[config.mk]
export PLATFORM = sky130hd
export DESIGN_NAME = multi_sevenseg_scan
export DESIGN_NICKNAME = d
export VERILOG_FILES = /design/src/rtl/multi_sevenseg_scan.sv
export SDC_FILE = /design/constraint.sdc
export NUM_CORES = 1
export LEC_CHECK = 0
export ABC_CLOCK_PERIOD_IN_PS = 6500
export CAP_MARGIN = 20
export CORE_AREA = 4 4 88 90
export CTS_BUF_LIST = sky130_fd_sc_hd__clkbuf_4 sky130_fd_sc_hd__clkbuf_8
export DETAILED_ROUTE_END_ITERATION = 8
export DIE_AREA = 0 0 92 94
export GPL_TIMING_DRIVEN = 0
export PLACE_DENSITY = 0.75
export SKIP_CTS_REPAIR_TIMING = 1
export SYNTH_ARGS = -nofsm -noshare
export SYNTH_HDL_FRONTEND = slang
export SYNTH_SLANG_ARGS = --single-unit
[constraint.sdc]
create_clock -name clk -period 6.5 [get_ports clk]
set_input_delay 1.3 -clock clk [delete_from_list [all_inputs] [get_ports clk]]
set_output_delay 1.3 -clock clk [all_outputs]
set_load 0.01 [all_outputs]
[src/rtl/multi_sevenseg_scan.sv]
// Time-multiplexed hex seven-segment driver for up to eight digits.
// Frame-coherent shadow capture, blink, enable and leading-zero blanking.
module multi_sevenseg_scan #(
  parameter int NUM_DIGITS    = 4,
  parameter int REFRESH_DIV   = 25000,
  parameter int BLINK_FRAMES  = 64,
  parameter int BLANK_LEADING = 1
) (
  input  logic                    clk,
  input  logic                    rst,
  input  logic [4*NUM_DIGITS-1:0] digits,
  input  logic [NUM_DIGITS-1:0]   dp,
  input  logic [NUM_DIGITS-1:0]   digit_en,
  input  logic [NUM_DIGITS-1:0]   blink,
  output logic [6:0]              cathodes,
  output logic                    dp_n,
  output logic [7:0]              anodes,
  output logic                    frame_tick
);

  localparam int PW = (REFRESH_DIV > 2) ? $clog2(REFRESH_DIV) : 1;
  localparam int FW = (BLINK_FRAMES > 1) ? $clog2(BLINK_FRAMES) : 1;
  localparam logic [PW-1:0] P_LAST = PW'(REFRESH_DIV - 1);
  localparam logic [FW-1:0] F_LAST = FW'(BLINK_FRAMES - 1);
  localparam logic [2:0]    I_LAST = 3'(NUM_DIGITS - 1);

  logic [PW-1:0]           pre;
  logic [2:0]              idx;
  logic [FW-1:0]           fcnt;
  logic                    phase;
  logic                    sh_phase;
  logic                    live;
  logic [4*NUM_DIGITS-1:0] sh_dig;
  logic [NUM_DIGITS-1:0]   sh_dp;
  logic [NUM_DIGITS-1:0]   sh_en;
  logic [NUM_DIGITS-1:0]   sh_blink;

  logic strobe;
  logic wrap;

  assign strobe = (pre == P_LAST);
  assign wrap   = strobe && (idx == I_LAST);

  function automatic logic [6:0] seg7(input logic [3:0] v);
    logic [6:0] s;
    unique case (v)
      4'h0: s = 7'h40;
      4'h1: s = 7'h79;
      4'h2: s = 7'h24;
      4'h3: s = 7'h30;
      4'h4: s = 7'h19;
      4'h5: s = 7'h12;
      4'h6: s = 7'h02;
      4'h7: s = 7'h78;
      4'h8: s = 7'h00;
      4'h9: s = 7'h10;
      4'hA: s = 7'h08;
      4'hB: s = 7'h03;
      4'hC: s = 7'h46;
      4'hD: s = 7'h21;
      4'hE: s = 7'h06;
      4'hF: s = 7'h0E;
      default: s = 7'h7F;
    endcase
    return s;
  endfunction

  always_ff @(posedge clk) begin
    if (rst) begin
      pre        <= '0;
      idx        <= '0;
      fcnt       <= '0;
      phase      <= 1'b0;
      sh_phase   <= 1'b0;
      live       <= 1'b0;
      sh_dig     <= '0;
      sh_dp      <= '0;
      sh_en      <= '0;
      sh_blink   <= '0;
      frame_tick <= 1'b0;
    end else begin
      pre        <= strobe ? '0 : pre + 1'b1;
      frame_tick <= wrap;
      if (idx > I_LAST)
        idx <= '0;
      else if (strobe)
        idx <= wrap ? 3'd0 : idx + 3'd1;
      if (wrap) begin
        sh_dig   <= digits;
        sh_dp    <= dp;
        sh_en    <= digit_en;
        sh_blink <= blink;
        live     <= 1'b1;
        // phase seen by a frame counts only frames completed before it
        sh_phase <= phase;
        if (fcnt == F_LAST) begin
          fcnt  <= '0;
          phase <= ~phase;
        end else begin
          fcnt <= fcnt + 1'b1;
        end
      end
    end
  end

  logic [31:0] dig_w;
  logic [7:0]  en_w;
  logic [7:0]  dp_w;
  logic [7:0]  bl_w;
  logic [7:0]  lz;
  logic        allz;
  logic [3:0]  cur;
  logic        lead;
  logic        dark;

  assign dig_w = 32'(sh_dig);
  assign en_w  = 8'(sh_en);
  assign dp_w  = 8'(sh_dp);
  assign bl_w  = 8'(sh_blink);
  assign cur   = dig_w[{idx, 2'b00} +: 4];

  // lz[i]: digits i..top are all zero (unused upper digits read as zero)
  always_comb begin
    lz   = '0;
    allz = 1'b1;
    for (int i = 7; i >= 0; i--) begin
      allz  = allz & (dig_w[i*4 +: 4] == 4'h0);
      lz[i] = allz;
    end
  end

  assign lead = (BLANK_LEADING != 0) && (idx != 3'd0) && lz[idx];
  assign dark = !live || (idx > I_LAST) || !en_w[idx]
              || (bl_w[idx] && sh_phase) || lead;

  always_ff @(posedge clk) begin
    if (rst || dark) begin
      anodes   <= 8'hFF;
      cathodes <= 7'h7F;
      dp_n     <= 1'b1;
    end else begin
      anodes   <= ~(8'd1 << idx);
      cathodes <= seg7(cur);
      dp_n     <= ~dp_w[idx];
    end
  end

endmodule

run_1/congestion.png
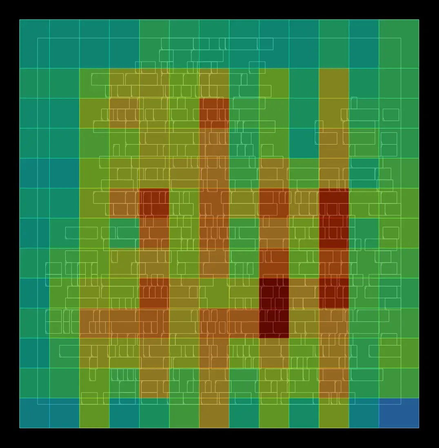
met2 routing resource usage after global routing: 27.1%
global-route met3 utilization: 4.01%
GRT Util Overall: 16.4%
met1 track utilization from global routing: 20.5%

run_1/wires.png
Two of the layers only.
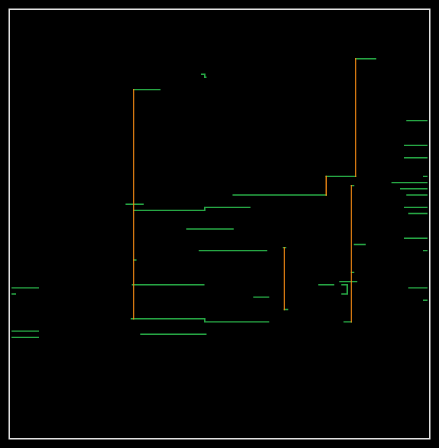
[green] metal 3 | wire length: 243 um
[orange] metal 4 | wire length: 124 um

run_1/io_placement.png
Pins as bars across the die edge, other pins in gray.
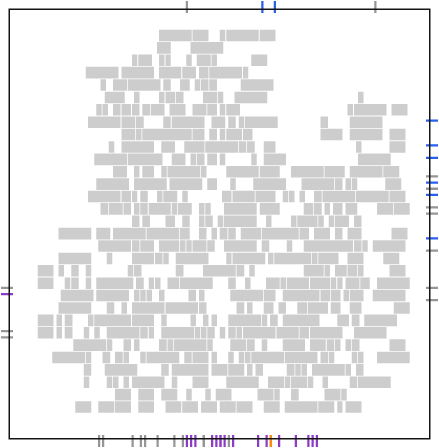
[blue] anodes | pins: 8 | direction: output | edge: 6 right, 2 top
[purple] digits | pins: 16 | direction: input | edge: 15 bottom, 1 left
[orange] dp_n | pins: 1 | direction: output | edge: bottom
height of the die: 94 um
Port Buf Inserts: 46

run_1/placement_by_type.png
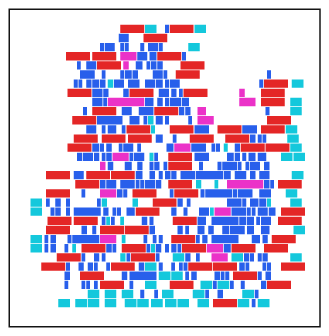
[blue] combinational and other logic | cells: 262
[magenta] clock drivers and dummy loads | cells: 16
[red] sequential cells | cells: 72
[cyan] remaining buffers and delay cells | cells: 63

==> results.yml, run 1 <==
# yosys + openroad results
run_status:
  status: "finished clean"
final_layout:
  dominant-cell-class: "multi-input combinational cells"
  seq_area_share_pct: 37.1
  area_share_clock_buf_inv_pct: 5.67
  final_cell_area_mm2: 0.00388
  num-nonclk-inverters: 9
  clock_buffer_count: 10
  ff_latch_area_mm2: 0.00144
  area_growth_pct: 26.6
  comb_area_share_pct: 39.5
  logic_area_mm2: 0.00153
  n_antenna_cell: 0
  layout.nonclk_buf_share_pct: 13.7
  sequential_cells: 72
  layout.core_utilization_pct: 55.0
  fraction_of_final_layout_cells_with_drive_strength_greater_than_1_pct: 7.99
  multi_input_comb_cells: 253
  buffers_excl_clock: 63
  fillerInstances: 643
  final_net_count: 450
run:
  tool_warnings: 34
  timing.max_cap.violations: 0
floorplan:
  coreArea_mm2: 0.00706
  core.rowCount: 31
  fp_util_pct: 43.5
  floorplan.die_area_mm2: 0.00865
  top_level_ports: 47
  well_tap_count: 99
  floorplan.die.width_um: 92
power_and_ir_drop:
  pwr-share-clk_pct: 44.9
  peakVddDrop_v: 0.0000896
  p_per_area_mw_per_mm2: 224
  p_comb_share_pct: 3.8
  share_of_total_power_consumed_by_net_switching_pct: 20.7
  top_power_group: "sequential cells"
  seq-power_mw: 0.446
  clock_power_mw: 0.390
  seq_power_share_pct: 51.4
  p_comb_mw: 0.0328
  power.static_leakage_nw: 1.34
  internal_power_mw: 0.689
  net-switching-power_mw: 0.180
critical_path:
  critical_path_peak_fanout: 10
  critPathRequiredTime_ns: 6.69
  regToRegEndpoint: "cathodes[3]$_SDFF_PP1_"
  r2r_slack_ns: 3.67
  r2r.worst_path.cells: 8
  timing.rr.start: "idx[1]$_SDFFE_PP0N_"
  worstSetupStartpointType: "primary input"
  criticalPathCategory: "in2reg"
  setup.worst_path.end_class: "register"
  critical_path_arrival_ns: 3.13
logic_synthesis:
  synth_cells: 348
  synth.top_cells.by_area: "sky130_fd_sc_hd__dfxtp_1 47%, sky130_fd_sc_hd__nand2_1 9.9%, sky130_fd_sc_hd__a21oi_1 6.5%"
  post-synth-top-area-cell: "sky130_fd_sc_hd__dfxtp_1"
  ys_seq_elements: 72
  logic_family: "simple AND/OR/NAND/NOR gates"
  synthAdderAreaFrac_pct: 4.89
  synthesis_warnings: 0
  post-synth-top-area-fraction_pct: 47.0
  synthDistinctLibCells: 43
  edf_count: 0
  yosys-stat-cells: 348
  mux_area_share_pct: 5.79
  synth-area-yosys_mm2: 0.00307
  top_cell: "sky130_fd_sc_hd__nand2_1"
  post_synth_xor_area_fraction_pct: 4.57
  synth_simple_gate_area_share_pct: 23.3
  synth_top_flop_cell: "sky130_fd_sc_hd__dfxtp_1"
  yosys.area_share.aoi_pct: 10.8
  post_synth_design_cell_area_mm2: 0.00307
  seq_area_frac_synth_pct: 47.0
  async_sr_flop_fraction_pct: 0
  synth_area_per_cell_um2: 8.82
  synthTopCellsByCount: "81 x sky130_fd_sc_hd__nand2_1, 72 x sky130_fd_sc_hd__dfxtp_1, 40 x sky130_fd_sc_hd__a21oi_1, 23 x sky130_fd_sc_hd__nor2_1, 12 x sky130_fd_sc_hd__ha_1"
global_routing:
  grt.overflow.total: 0
  grt_start_max_net_pins: 13
  number_of_global_route_vias_before_repair: 2453
  antenna_found_initial: 0
  wire_length_of_the_first_global_routing_pass_um: 11300
route:
  drt_first_pass_iters: 4
  detailedRoute.firstIterationViolations: 100
  drc_errors: 0
  detail_route.wl_per_cell_um: 13.2
  vias: 2581
  route.antenna.remaining_nets: 0
  drt_wl_total_um: 6770
  drt-vias-per-instance: 5.04
clock_network:
  path_clk_slew_ns: 0.08
  ctsRootBufferMaster: "sky130_fd_sc_hd__clkbuf_8"
  buffer_levels_on_the_longest_clock_path: 2
  htreeDepth: 3
  tritoncts.num_buffers: 9
  clkSinkCount: 72
  clk_latency_ns: 0.35
  tritoncts: "yes"
placement:
  hpwlAfterDp_um: 5010
  placement.setup.worst_slack_ns: 3.26
  gp_congestion: 0.893
  place_area_mm2: 0.00366
sta:
  whs_ns: 0.459
  fmax_mhz: 341
  final_critical_path_required_period_ns: 2.94
  report.final.setup_viol: 0
  setup_repair_after_global_routing_missed_its_margin: "false"
  report.final.slew_viol_count: 0
  timing.final.crit_share_pct: 45.2
  report.final.hold_viol_count: 0
  worst_case_headroom_to_the_max_slew_limit_pct: 62.3
  final_ws_setup_ns: 3.56
  finalClockSkew_ns: 0.0116
  worst-slew-pin-transition_ns: 0.551
  setup_tns_ns: 0
hold_path:
  hp-class: "reg2reg"
  hold_path_depth: 2
  min_to: "sh_en[0]$_SDFFE_PP0P_"
  hold_start: "sh_en[0]$_SDFFE_PP0P_"
run 1: metal layers:
layer	global-route usage, %	vias up	wire length [um]	share of wire, %
met5	0	-	0	0
met4	7.05	0	123	1.8
met3	4.01	13	243	3.6
met2	27.1	52	3330	49
met1	20.5	1214	3070	45
li1	-	1302	-	-
run 1: worst max-delay path, stage by stage:
cell and delay (ns):
sky130_fd_sc_hd__clkdlybuf4s50_1 0.48, sky130_fd_sc_hd__nor2_1 0.15, sky130_fd_sc_hd__o2111ai_1 0.13, sky130_fd_sc_hd__a211oi_1 0.48, sky130_fd_sc_hd__clkbuf_1 0.44, sky130_fd_sc_hd__nand3_1 0.14
run 1: per-stage QoR:
stage	total power, mW	std cells
after CTS	0.875	512
after detailed placement	0.489	496
after floorplan	0.466	351
after global placement	0.489	496
after global routing	0.902	512
final	0.869	512
run 1: registers in the layout (all words and copies together), names as in the netlist:
register	flops
sh_blink	4
pre	15
frame_tick	1
sh_en	4
live	1
dp_n	1
phase	1
fcnt	6
cathodes	7
sh_dig	16
idx	3
sh_phase	1
anodes	8
sh_dp	4
run 1: placed cells by master, fill, tap and decap left out, types with 2 or more instances in the layout:
master and count:
sky130_fd_sc_hd__a21oi_1 40, sky130_fd_sc_hd__a31oi_1 2, sky130_fd_sc_hd__and3_1 2, sky130_fd_sc_hd__buf_2 6, sky130_fd_sc_hd__bufinv_16 2, sky130_fd_sc_hd__clkbuf_1 10
sky130_fd_sc_hd__clkbuf_8 10, sky130_fd_sc_hd__clkdlybuf4s50_1 46, sky130_fd_sc_hd__clkinv_2 3, sky130_fd_sc_hd__conb_1 5, sky130_fd_sc_hd__dfxtp_1 72, sky130_fd_sc_hd__ha_1 12
sky130_fd_sc_hd__inv_1 9, sky130_fd_sc_hd__mux2i_1 2, sky130_fd_sc_hd__mux4_2 7, sky130_fd_sc_hd__nand2_1 81, sky130_fd_sc_hd__nand2b_1 6, sky130_fd_sc_hd__nand3_1 9
sky130_fd_sc_hd__nor2_1 23, sky130_fd_sc_hd__nor2b_1 2, sky130_fd_sc_hd__nor3_1 6, sky130_fd_sc_hd__nor4_1 6, sky130_fd_sc_hd__o2111ai_1 2, sky130_fd_sc_hd__o21ai_0 7
sky130_fd_sc_hd__o311ai_0 2, sky130_fd_sc_hd__or3_1 2, sky130_fd_sc_hd__or4_1 3, sky130_fd_sc_hd__or4b_1 2, sky130_fd_sc_hd__xnor2_1 10, sky130_fd_sc_hd__xor2_1 6
run 1: how the worst max path moves through the flow:
| stage | startpoint | endpoint | slack [ns] | depth (start not counted) |
|---|---|---|---|---|
| 6_report | rst | cathodes[0]$_SDFF_PP1_ | 3.56 | 6 |
| 5_1_grt | rst | cathodes[4]$_SDFF_PP1_ | 3.37 | 6 |
| 4_1_cts | rst | cathodes[3]$_SDFF_PP1_ | 3.62 | 6 |
| 3_5_place_dp | rst | cathodes[3]$_SDFF_PP1_ | 3.26 | 6 |
| 3_3_place_gp | rst | cathodes[4]$_SDFF_PP1_ | 3.24 | 6 |
| 2_1_floorplan | pre[0]$_SDFF_PP0_ | phase$_SDFFE_PP0P_ | 4.16 | 7 |
run_1/clk_routes.png
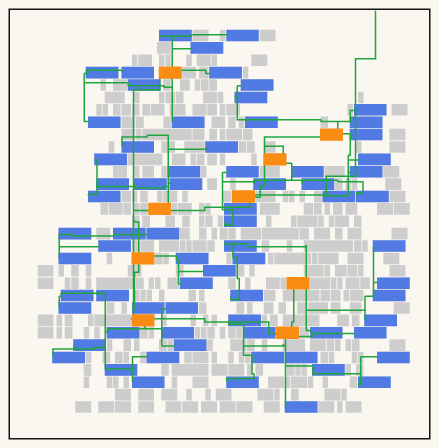

## Run 2: what changed since run 1
- ABC_CLOCK_PERIOD_IN_PS: 6500 -> 2720
- clock period: 6.5 -> 2.72 ns (I/O delays scaled with it)
run_2/clk_routes.png
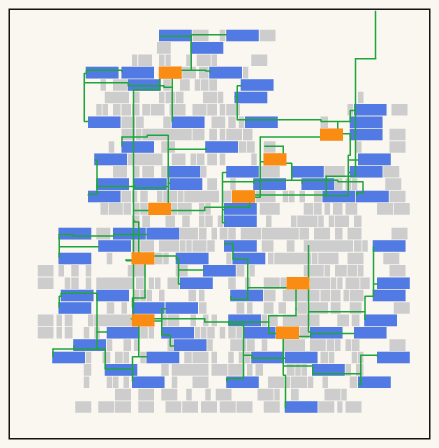
[blue] flip-flops | count: 72
[green] clock wires | length: 864 um
[orange] clock drivers | count: 9
routed clock nets: 10

==> results.yml, run 2 <==
# yosys + openroad results
run_status:
  status: "finished clean"
sta:
  report.final.slew_viol_count: 0
  fmax_mhz: 391
  finalClockSkew_ns: 0.00957
  report.final.hold_viol_count: 0
  report.final.setup_viol: 0
  final_ws_setup_ns: 0.163
  timing.final.crit_share_pct: 94.0
  final_critical_path_required_period_ns: 2.56
final_layout:
  most-common-layout-cells: "81 x sky130_fd_sc_hd__nand2_1, 72 x sky130_fd_sc_hd__dfxtp_1, 46 x sky130_fd_sc_hd__clkdlybuf4s50_1"
  final_common_cell: "sky130_fd_sc_hd__nand2_1"
  top_regs: "sh_dig: 16 flops, pre: 15 flops, anodes: 8 flops"
  final_cell_area_mm2: 0.00391
  layout.cells.non_filler: 512
  layout.core_utilization_pct: 55.4
  largest-register: "sh_dig"
  area_growth_pct: 27.5
  final_net_count: 450
  n_antenna_cell: 0
critical_path:
  regToRegEndpoint: "fcnt[4]$_SDFFE_PP0P_"
  path_buffers: 1
  setup.worst_path.end_class: "register"
  worstSetupStartpointType: "register"
  r2r_slack_ns: 0.16
  criticalPathCategory: "reg2reg"
  critical_path_peak_fanout: 8
  critical_path_arrival_ns: 2.77
  slowest_stage: "sky130_fd_sc_hd__or4_1"
  cp_slowest_stage_delay_ns: 0.54
  critPathRequiredTime_ns: 2.93
  r2r.worst_path.cells: 7
  critical_path.cell_chain: "ha_2 > or4b_1 > or4_1 > buf_2 > nor4_1 > xnor2_1 > nor2_1"
hold_path:
  hp-class: "reg2reg"
  hold_start: "sh_en[0]$_SDFFE_PP0P_"
  min_to: "sh_en[0]$_SDFFE_PP0P_"
  hold_path_depth: 2
logic_synthesis:
  post_synth_design_cell_area_mm2: 0.00307
  seq_area_frac_synth_pct: 47.0
  synthTopCellsByCount: "81 x sky130_fd_sc_hd__nand2_1, 72 x sky130_fd_sc_hd__dfxtp_1, 40 x sky130_fd_sc_hd__a21oi_1, 23 x sky130_fd_sc_hd__nor2_1, 12 x sky130_fd_sc_hd__ha_1"
  post-synth-top-area-fraction_pct: 47.0
  yosys-stat-cells: 348
  logic_family: "simple AND/OR/NAND/NOR gates"
  synth_area_per_cell_um2: 8.82
  post-synth-top-area-cell: "sky130_fd_sc_hd__dfxtp_1"
  synth_simple_gate_area_share_pct: 23.3
  synthDistinctLibCells: 43
  synth-area-yosys_mm2: 0.00307
  edf_count: 0
  synth_top_flop_cell: "sky130_fd_sc_hd__dfxtp_1"
  synthesis_warnings: 0
  top_cell: "sky130_fd_sc_hd__nand2_1"
  yosys.area_share.aoi_pct: 10.8
  post_synth_xor_area_fraction_pct: 4.57
  ys_seq_elements: 72
  synth_cells: 348
  mux_area_share_pct: 5.79
  synth.top_cells.by_area: "sky130_fd_sc_hd__dfxtp_1 47%, sky130_fd_sc_hd__nand2_1 9.9%, sky130_fd_sc_hd__a21oi_1 6.5%"
  synthAdderAreaFrac_pct: 4.89
  async_sr_flop_fraction_pct: 0
global_routing:
  grt_start_max_net_pins: 13
  antenna_found_initial: 0
  grt.overflow.total: 0
  number_of_global_route_vias_before_repair: 2453
  grt_use_total_pct: 16.4
placement:
  placement.setup.worst_slack_ns: -0.0446
  port_buf_inserts: 46
  gp_congestion: 0.893
  place_area_mm2: 0.00366
  hpwlAfterDp_um: 5010
  numPlacedInstances: 496
clock_network:
  tritoncts.num_buffers: 9
  buffer_levels_on_the_longest_clock_path: 2
  htreeDepth: 3
  ctsRootBufferMaster: "sky130_fd_sc_hd__clkbuf_8"
  clk_latency_ns: 0.34
  clkSinkCount: 72
  path_clk_slew_ns: 0.07
route:
  drt-vias-per-instance: 5.04
  route.antenna.remaining_nets: 0
  drc_errors: 0
  drt_wl_total_um: 6820
  vias: 2582
  drt_first_pass_iters: 4
  detail_route.wl_per_cell_um: 13.3
run:
  timing.max_cap.violations: 0
  tool_warnings: 34
floorplan:
  core.rowCount: 31
  floorplan.die.width_um: 92
  coreArea_mm2: 0.00706
  fp_util_pct: 43.5
  height_of_the_die_um: 94
  floorplan.die_area_mm2: 0.00865
  top_level_ports: 47
power_and_ir_drop:
  power.static_leakage_nw: 1.35
  finalPower_mw: 2.08
  p_per_area_mw_per_mm2: 530
-- run 2: cell counts after synthesis --
Identical to the previous run, type by type.
-- run 2: metal layers --
layer	global-route usage [%]	vias to the layer above	share of wire [%]
li1	-	1304	-
met1	20.5	1202	44
met2	27.1	63	50
met3	4.01	13	4.4
met4	7.05	0	1.8
met5	0	-	0
-- run 2: worst min-delay path, cell delays in order, from the launching register on --
cell and delay, ns:
sky130_fd_sc_hd__dfxtp_1 0.31, sky130_fd_sc_hd__nand2_1 0.05, sky130_fd_sc_hd__a21oi_1 0.05
-- run 2: how the worst max path moves through the flow --
stage                             start                       to  slack, ns  cells past startpoint
floorplan             pre[0]$_SDFF_PP0_       phase$_SDFFE_PP0P_       0.38                      7
finish                pre[0]$_SDFF_PP0_     fcnt[4]$_SDFFE_PP0P_       0.16                      7
global placement    idx[1]$_SDFFE_PP0N_   cathodes[3]$_SDFF_PP1_       0.07                      8
CTS                 idx[1]$_SDFFE_PP0N_   cathodes[3]$_SDFF_PP1_      -0.07                      8
global route          pre[0]$_SDFF_PP0_  sh_dig[13]$_SDFFE_PP0P_     -0.008                      8
detailed placement  idx[1]$_SDFFE_PP0N_   cathodes[3]$_SDFF_PP1_      -0.04                      8
-- run 2: kinds of logic after synthesis --
family,Yosys count
other cells,2
mux,9
simple gates,152
fa+ha+maj,12
buf+inv,26
compound gates,59
flops,72
xor+xnor,16
-- run 2: metrics by stage --
stage	setup TNS, ns	hold slack [ns]
floorplan	0	0.430
global placement	0	0.443
detailed placement	-0.203	0.448
CTS	-0.433	0.459
global route	-0.00837	0.473
finish	0	0.458
-- run 2: area by class of cell --
class	count	area, um^2	area share (%)
Timing Repair Buffer	46	460	11.8
Tap cell	99	124	3.17
Inverter	9	33.8	0.863
Buffer	17	82.6	2.11
Clock inverter	6	82.6	2.11
Multi-Input combinational cell	253	1550	39.6
Sequential cell	72	1440	36.8
Clock buffer	10	138	3.52
-- run 2: where the power goes --
group | switching [mW] | total (mW) | leakage (nW) | internal, mW
Combinational | 0.0295 | 0.0789 | 0.658 | 0.0493
Sequential | 0.00535 | 1.07 | 0.583 | 1.06
Clock | 0.394 | 0.930 | 0.112 | 0.536
Total | 0.429 | 2.08 | 1.35 | 1.65
run_2/io_placement.png
Pins as bars across the die edge, other pins in gray.
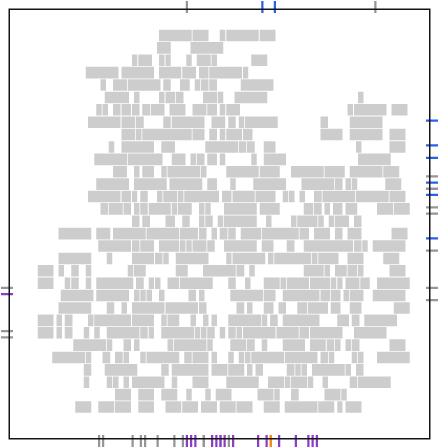

## Run 3: what changed since run 2
- CORE_AREA: 4 4 88 90 -> 4 4 77 86
- DIE_AREA: 0 0 92 94 -> 0 0 81 90
- PLACE_DENSITY: 0.75 -> 0.87
run_3/io_placement.png
Pins as bars across the die edge, other pins in gray.
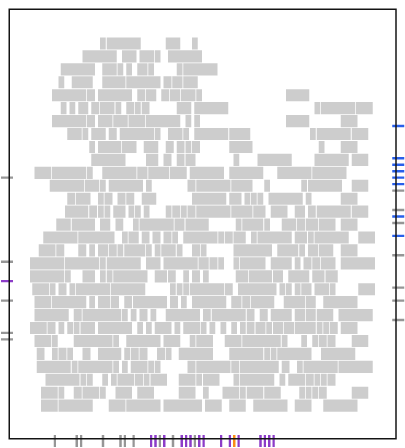
[orange] dp_n | pins: 1 | direction: output | edge: bottom
[blue] anodes | pins: 8 | direction: output | edge: right
[purple] digits | pins: 16 | direction: input | edge: 15 bottom, 1 left
all pins by edge: 26 bottom, 15 right, 6 left

==> results.yml, run 3 <==
# yosys + openroad results
power_and_ir_drop:
  p_per_area_mw_per_mm2: 508
  power.static_leakage_nw: 1.32
  peakVddDrop_v: 0.000487
final_layout:
  layout.cells.non_filler: 490
  top_regs: "sh_dig: 16 flops, pre: 15 flops, anodes: 8 flops"
  largest-register: "sh_dig"
  final_cell_area_mm2: 0.00384
  final_common_cell: "sky130_fd_sc_hd__nand2_1"
  layout.core_utilization_pct: 66.9
  n_antenna_cell: 0
  most-common-layout-cells: "81 x sky130_fd_sc_hd__nand2_1, 72 x sky130_fd_sc_hd__dfxtp_1, 46 x sky130_fd_sc_hd__clkdlybuf4s50_1"
  area_growth_pct: 25.0
  final_net_count: 450
route:
  drt_wl_total_um: 7080
  route.antenna.remaining_nets: 0
  detailedRoute.firstIterationViolations: 185
  detail_route.wl_per_cell_um: 14.4
  drc_errors: 0
  drt_first_pass_iters: 4
  vias: 2683
sta:
  worst-slew-pin-transition_ns: 0.545
  fmax_mhz: 380
  setup_repair_after_global_routing_missed_its_margin: "true"
  report.final.setup_viol: 0
  report.final.hold_viol_count: 0
  final_critical_path_required_period_ns: 2.63
  finalClockSkew_ns: 0.0124
  final_ws_setup_ns: 0.0871
  setup_tns_ns: 0
  report.final.slew_viol_count: 0
  worst_case_headroom_to_the_max_slew_limit_pct: 63.5
  whs_ns: 0.462
  timing.final.crit_share_pct: 96.8
global_routing:
  grt_start_max_net_pins: 13
  grt.overflow.total: 0
  wire_length_of_the_first_global_routing_pass_um: 11700
  number_of_global_route_vias_before_repair: 2627
logic_synthesis:
  seq_area_frac_synth_pct: 47.0
  mux_area_share_pct: 5.79
  synth_top_flop_cell: "sky130_fd_sc_hd__dfxtp_1"
  yosys-stat-cells: 348
  synth-area-yosys_mm2: 0.00307
  async_sr_flop_fraction_pct: 0
  synth.top_cells.by_area: "sky130_fd_sc_hd__dfxtp_1 47%, sky130_fd_sc_hd__nand2_1 9.9%, sky130_fd_sc_hd__a21oi_1 6.5%"
  top_cell: "sky130_fd_sc_hd__nand2_1"
  post_synth_design_cell_area_mm2: 0.00307
  synthTopCellsByCount: "81 x sky130_fd_sc_hd__nand2_1, 72 x sky130_fd_sc_hd__dfxtp_1, 40 x sky130_fd_sc_hd__a21oi_1, 23 x sky130_fd_sc_hd__nor2_1, 12 x sky130_fd_sc_hd__ha_1"
  synthDistinctLibCells: 43
  synth_simple_gate_area_share_pct: 23.3
  edf_count: 0
  post_synth_xor_area_fraction_pct: 4.57
  post-synth-top-area-cell: "sky130_fd_sc_hd__dfxtp_1"
  synthesis_warnings: 0
  logic_family: "simple AND/OR/NAND/NOR gates"
  post-synth-top-area-fraction_pct: 47.0
clock_network:
  clkSinkCount: 72
  ctsRootBufferMaster: "sky130_fd_sc_hd__clkbuf_8"
  clk_latency_ns: 0.35
  tritoncts.num_buffers: 9
  path_clk_slew_ns: 0.08
  tritoncts: "yes"
  htreeDepth: 3
critical_path:
  critPathRequiredTime_ns: 2.99
  timing.rr.start: "pre[0]$_SDFF_PP0_"
  criticalPathCategory: "reg2reg"
  worstSetupStartpoint: "pre[0]$_SDFF_PP0_"
  setup.worst_path.end_class: "register"
  critical_path_arrival_ns: 2.91
  r2r.worst_path.cells: 8
  worstSetupStartpointType: "register"
  regToRegEndpoint: "sh_dig[13]$_SDFFE_PP0P_"
  r2r_slack_ns: 0.09
hold_path:
  min_to: "sh_dp[2]$_SDFFE_PP0P_"
  hp-class: "reg2reg"
  hold_path_depth: 2
  hold_start: "sh_dp[2]$_SDFFE_PP0P_"
run_status:
  status: "finished clean"
floorplan:
  height_of_the_die_um: 90
  coreArea_mm2: 0.00573
  core.rowCount: 29
  floorplan.die.width_um: 81
  fp_util_pct: 53.5
  top_level_ports: 47
placement:
  placement.setup.worst_slack_ns: -0.0305
  place_area_mm2: 0.00364
  gp_congestion: 0.808
  port_buf_inserts: 46
run:
  tool_warnings: 35
  timing.max_cap.violations: 0
run 3: power by group:
group	switching (mW)	internal (mW)	total, mW
Sequential	0.00558	1.06	1.07
Combinational	0.0300	0.0492	0.0792
Clock	0.411	0.391	0.803
run 3: routing by layer:
metal | track usage [%] | part of all wire [%] | vias to the layer above
li1 | - | - | 1300
met1 | 23.4 | 40 | 1289
met2 | 34.6 | 52 | 78
met3 | 3.80 | 4.7 | 16
met4 | 11.1 | 2.5 | 0
met5 | 0 | 0 | -
run 3: worst max-delay path: stages, from the launching register on:
cell	delay, ns
sky130_fd_sc_hd__dfxtp_1	0.38
sky130_fd_sc_hd__ha_1	0.24
sky130_fd_sc_hd__or4b_1	0.49
sky130_fd_sc_hd__or4_1	0.52
sky130_fd_sc_hd__buf_2	0.20
sky130_fd_sc_hd__nor2_2	0.26
sky130_fd_sc_hd__buf_2	0.27
sky130_fd_sc_hd__nand2_1	0.08
sky130_fd_sc_hd__a21oi_1	0.13
run 3: how the worst max path moves through the flow:
| stage | end | slack (ns) | cells past startpoint |
|---|---|---|---|
| final | sh_dig[13]$_SDFFE_PP0P_ | 0.09 | 8 |
| after global routing | sh_dig[3]$_SDFFE_PP0P_ | -0.01 | 8 |
| after CTS | cathodes[3]$_SDFF_PP1_ | -0.08 | 8 |
| after detailed placement | cathodes[3]$_SDFF_PP1_ | -0.03 | 8 |
| after global placement | cathodes[3]$_SDFF_PP1_ | 0.10 | 8 |
| after floorplan | phase$_SDFFE_PP0P_ | 0.38 | 7 |
run 3: cell families (layout without fill, tap and decap cells):
group	after synthesis	in the layout
fa+ha+maj	12	12
other cells	2	5
mux	9	9
xor+xnor	16	16
buf+inv	26	88
simple gates	152	152
compound gates	59	59
flops	72	72
run 3: cell type report:
| type | count | area [um^2] |
|---|---|---|
| plain buffers | 17 | 77.6 |
| clock buffers | 12 | 159 |
| clock inverters | 4 | 28.8 |
| fillers | 473 | 1900 |
| inverters | 9 | 33.8 |
| multi-input cells | 253 | 1540 |
| flip-flops and latches | 72 | 1440 |
| well taps | 77 | 96.3 |
| repair buffers | 46 | 460 |
Power and IR drop assume default switching activity.
